congestion.png
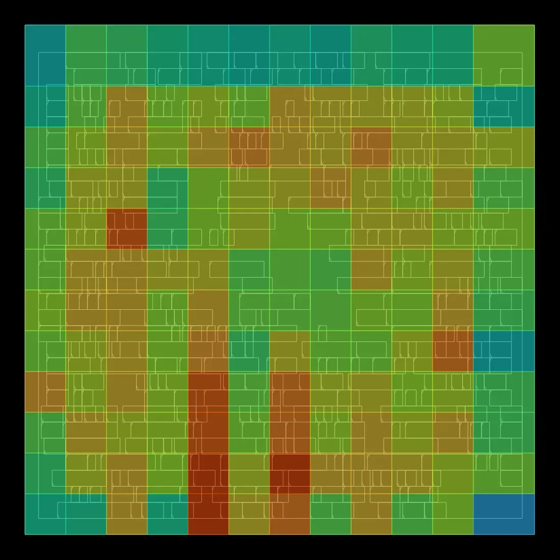
io_fan.png
The bar under the picture is 20 um long.
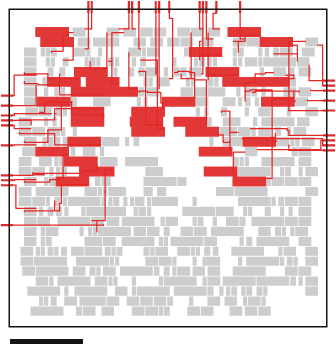
layer_met2.png
Cells faint in the background.
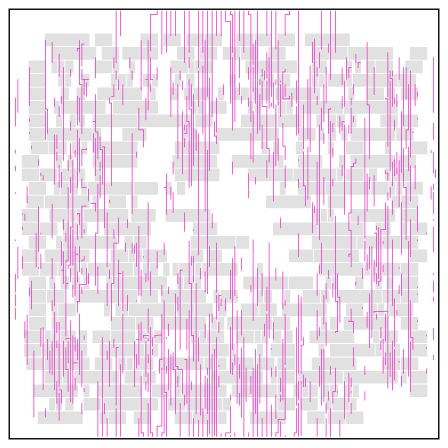
io_placement.png
The bar under the picture is 20 um long. Pins as bars across the die edge, other pins in grey.
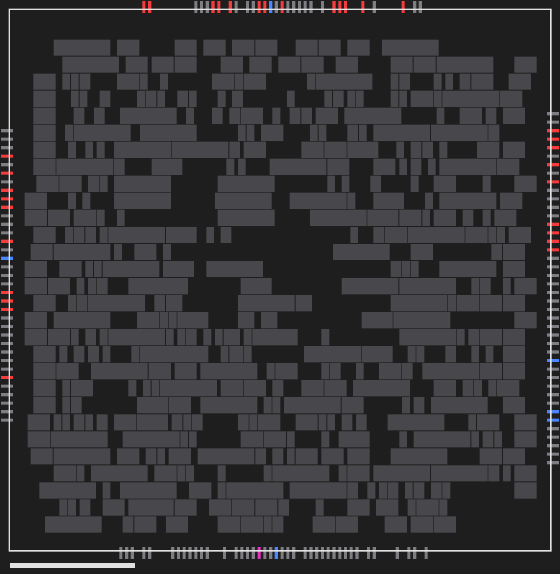
layer_met1.png
Supply wires on this layer in grey. Cells faint in the background.
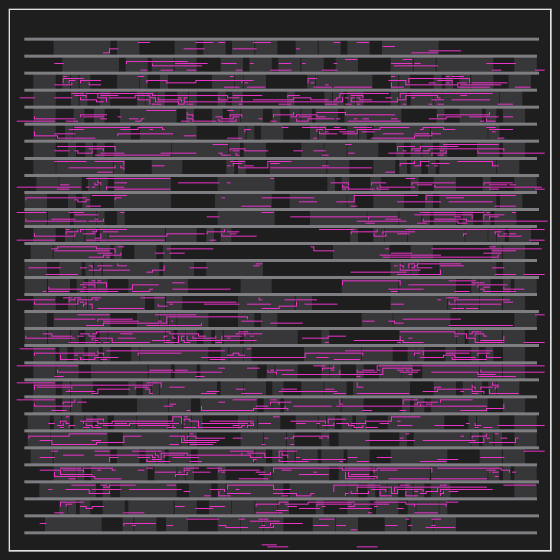
==> src/rtl/if_id_stage.sv <==
// IF/ID pipeline register with Flush > Stall > load priority and edge-detected interrupt capture.
// Optional IF_ID_IRQ_SYNC_EN adds a two-flop synchroniser on IRQ_raw; otherwise IRQ_raw is used directly.
module if_id_stage (
  input  logic        clk,
  input  logic        reset,
  input  logic [31:0] Instruction_in,
  input  logic [31:0] PC_plus4_in,
  input  logic        Stall,
  input  logic        Flush,
  input  logic        IRQ_raw,
  output logic [31:0] Instruction,
  output logic [5:0]  OpCode,
  output logic [5:0]  Funct,
  output logic [31:0] PC_plus4,
  output logic        Valid,
  output logic        IRQ
);

  localparam logic [31:0] kResetPc = 32'h8000_0000;

  logic sigS;
  logic sigD;
  logic pending;
  logic irqRise;
  logic irqAccept;

`ifdef IF_ID_IRQ_SYNC_EN
  logic irqSync1;
  logic irqSync2;

  always_ff @(posedge clk or negedge reset) begin
    if (!reset) begin
      irqSync1 <= 1'b0;
      irqSync2 <= 1'b0;
    end else begin
      irqSync1 <= IRQ_raw;
      irqSync2 <= irqSync1;
    end
  end

  assign sigS = irqSync2;
`else
  assign sigS = IRQ_raw;
`endif

  // Pipeline register: a flush always wins so a squashed slot never survives a stall.
  always_ff @(posedge clk or negedge reset) begin
    if (!reset) begin
      Instruction <= 32'h0;
      PC_plus4    <= kResetPc;
      Valid       <= 1'b0;
    end else if (Flush) begin
      Instruction <= 32'h0;
      PC_plus4    <= PC_plus4_in;
      Valid       <= 1'b0;
    end else if (!Stall) begin
      // NOTE: non-blocking assignments keep every flop sampling pre-edge values, whatever the statement order.
      Instruction <= Instruction_in;
      PC_plus4    <= PC_plus4_in;
      Valid       <= 1'b1;
    end
  end

  assign OpCode = Instruction[31:26];
  assign Funct  = Instruction[5:0];

  assign irqRise   = sigS & ~sigD;
  assign IRQ       = pending & Valid & ~PC_plus4[31];
  assign irqAccept = IRQ & ~Stall;

  // A rise seen on the acceptance edge re-arms pending (set wins over clear).
  always_ff @(posedge clk or negedge reset) begin
    if (!reset) begin
      sigD    <= 1'b0;
      pending <= 1'b0;
    end else begin
      sigD    <= sigS;
      pending <= irqRise | (pending & ~irqAccept);
    end
  end

endmodule

==> config.mk <==
export PLATFORM = sky130hd
export DESIGN_NAME = if_id_stage
export DESIGN_NICKNAME = d
export VERILOG_FILES = /design/src/rtl/if_id_stage.sv
export SDC_FILE = /design/constraint.sdc
export NUM_CORES = 1
export LEC_CHECK = 0
export ABC_AREA = 1
export CORE_MARGIN = 2
export CORE_UTILIZATION = 40
export CTS_BUF_LIST = sky130_fd_sc_hd__clkbuf_8
export CTS_CLUSTER_DIAMETER = 60
export DETAILED_ROUTE_END_ITERATION = 12
export PLACE_DENSITY = 0.82
export SYNTH_ARGS = -nofsm -noshare
export SYNTH_HDL_FRONTEND = slang
export SYNTH_SLANG_ARGS = --single-unit
==> constraint.sdc <==
create_clock -name clk -period 2.3 [get_ports clk]
set_clock_uncertainty 0.1 [all_clocks]
set_input_delay 0.345 -clock clk [delete_from_list [all_inputs] [get_ports clk]]
set_output_delay 0.345 -clock clk [all_outputs]
set_load 0.01 [all_outputs]
==> results.py <==
# Auto-generated metrics
metrics = {
    "outcome": {
        "outcome": "completed",
    },
    "place": {
        "dp.cells": 502,
    },
    "cells_and_area": {
        "drive_gt1_share_pct": 5.896,
        "antenna_cells_inserted": 0,
        "fin_nets": 506,
        "buffers": 154,
        "final-nonclk-buf-share_pct": 35.14,
        "clk_share_pct": 4.857,
        "area_delta_synth_final_pct": 61.81,
        "logic_area_um2": 838.3,
        "sh_seq_area_pct": 38.31,
        "logic_gates": 201,
    },
    "drt": {
        "m1WireLength_um": 3155,
        "drt_pass1_iterations": 4,
        "top_layer": "met4",
        "routed_wl_um": 7487,
    },
    "critical_path": {
        "startpoint_type": "register",
        "ff2ff_setup_slack_ns": 1.37,
        "cp_cell_sequence": "nand2_1 > nor2_1 > clkdlybuf4s50_1",
        "cp_data_arrival_time_ns": 1.46,
    },
    "sta": {
        "postLayoutSetupSlackWorst_ns": 0.3943,
        "hold_slack_ns": 0.3148,
    },
    "synth": {
        "top_logic_kind": "simple AND/OR/NAND/NOR gates",
        "ys_area_um2": 2706,
        "yosys.area.top_type": "dfrtp_1",
        "yosys-top-cells-count": "132 x nand2_1, 66 x dfrtp_1, 64 x nand3_1",
        "yosysMostFrequentCell": "nand2_1",
        "ys_top_cells_by_area": "dfrtp_1 61%, nand2_1 18%, nand3_1 12%",
        "xor_area_share_pct": 0,
        "edf_count": 0,
    },
    "power_and_ir_drop": {
        "comb_cell_power_mw": 0.530,
        "power_mw": 2.858,
        "power_switching_mw": 0.6809,
        "switching_share_pct": 23.82,
        "p_comb_share_pct": 18.5,
    },
    "floorplanning": {
        "nWellTaps": 77,
        "die-area_um2": 7440,
    },
    "global_routing": {
        "grt_pass1_vias": 2480,
    },
    "clock_network": {
        "numCtsBuffers": 9,
        "ctsRootBufferMaster": "clkbuf_8",
    },
    "flow_run": {
        "openroad.warnings": 26,
    },
}
## Picture notes: congestion.png
met2 Resource Use GR: 34.04%
grt met3 use: 4.476%
met1 Use GR: 27.14%
WL/cell: 14.45 um
Core Util, Final: 67.80%

## Picture notes: io_fan.png
[PC_plus4] red | bits: 32 | direction: output | edge: 13 top, 10 left, 9 right | end cells: 32 | buffers: 32 | wire: 982 um

## Picture notes: layer_met2.png
longest straight run: 36.7 um
share of all routed wire: 50%
nets with wire on the layer: 419
main direction: vertical

## Picture notes: io_placement.png
[OpCode] blue | pins: 6 | direction: output | edge: 3 right, 1 top, 1 left, 1 bottom
[Stall] magenta | pins: 1 | direction: input | edge: bottom
[PC_plus4] red | pins: 32 | direction: output | edge: 13 top, 10 left, 9 right

## Picture notes: layer_met1.png
nets with wire on the layer: 424
main direction: horizontal
longest straight run: 26.7 um
wire length on this layer: 3,160 um
share of all routed wire: 42%

path summary, 6_finish.rpt:
check	endpoint	start
worst max-delay path	IRQ	Valid
worst min-delay path	Instruction[14]	Stall
worst max register to register	PC_plus4[31]	PC_plus4[31]
min in group asynchronous	Instruction[6]	reset
max in group asynchronous	PC_plus4[31]	reset
worst min register to register	pending	pending
repair_timing:
action	in CTS	in global routing
resized	0	0
endpoints found under the setup margin	0	0
endpoints found under the hold margin	66	0
setup buffers	0	0
hold buffers	1	0
sequential cells by signal (all words and copies together) (netlist names):
signal and flops:
sigD 1, Valid 1, Instruction 32, PC_plus4 32, pending 1
cell families (layout without fill, tap and decap cells):
family | Yosys count | in the layout
and+or+nand+nor | 200 | 200
AOI/OAI and AO/OA | 1 | 1
buffers and inverters | 35 | 173
DFF | 67 | 67
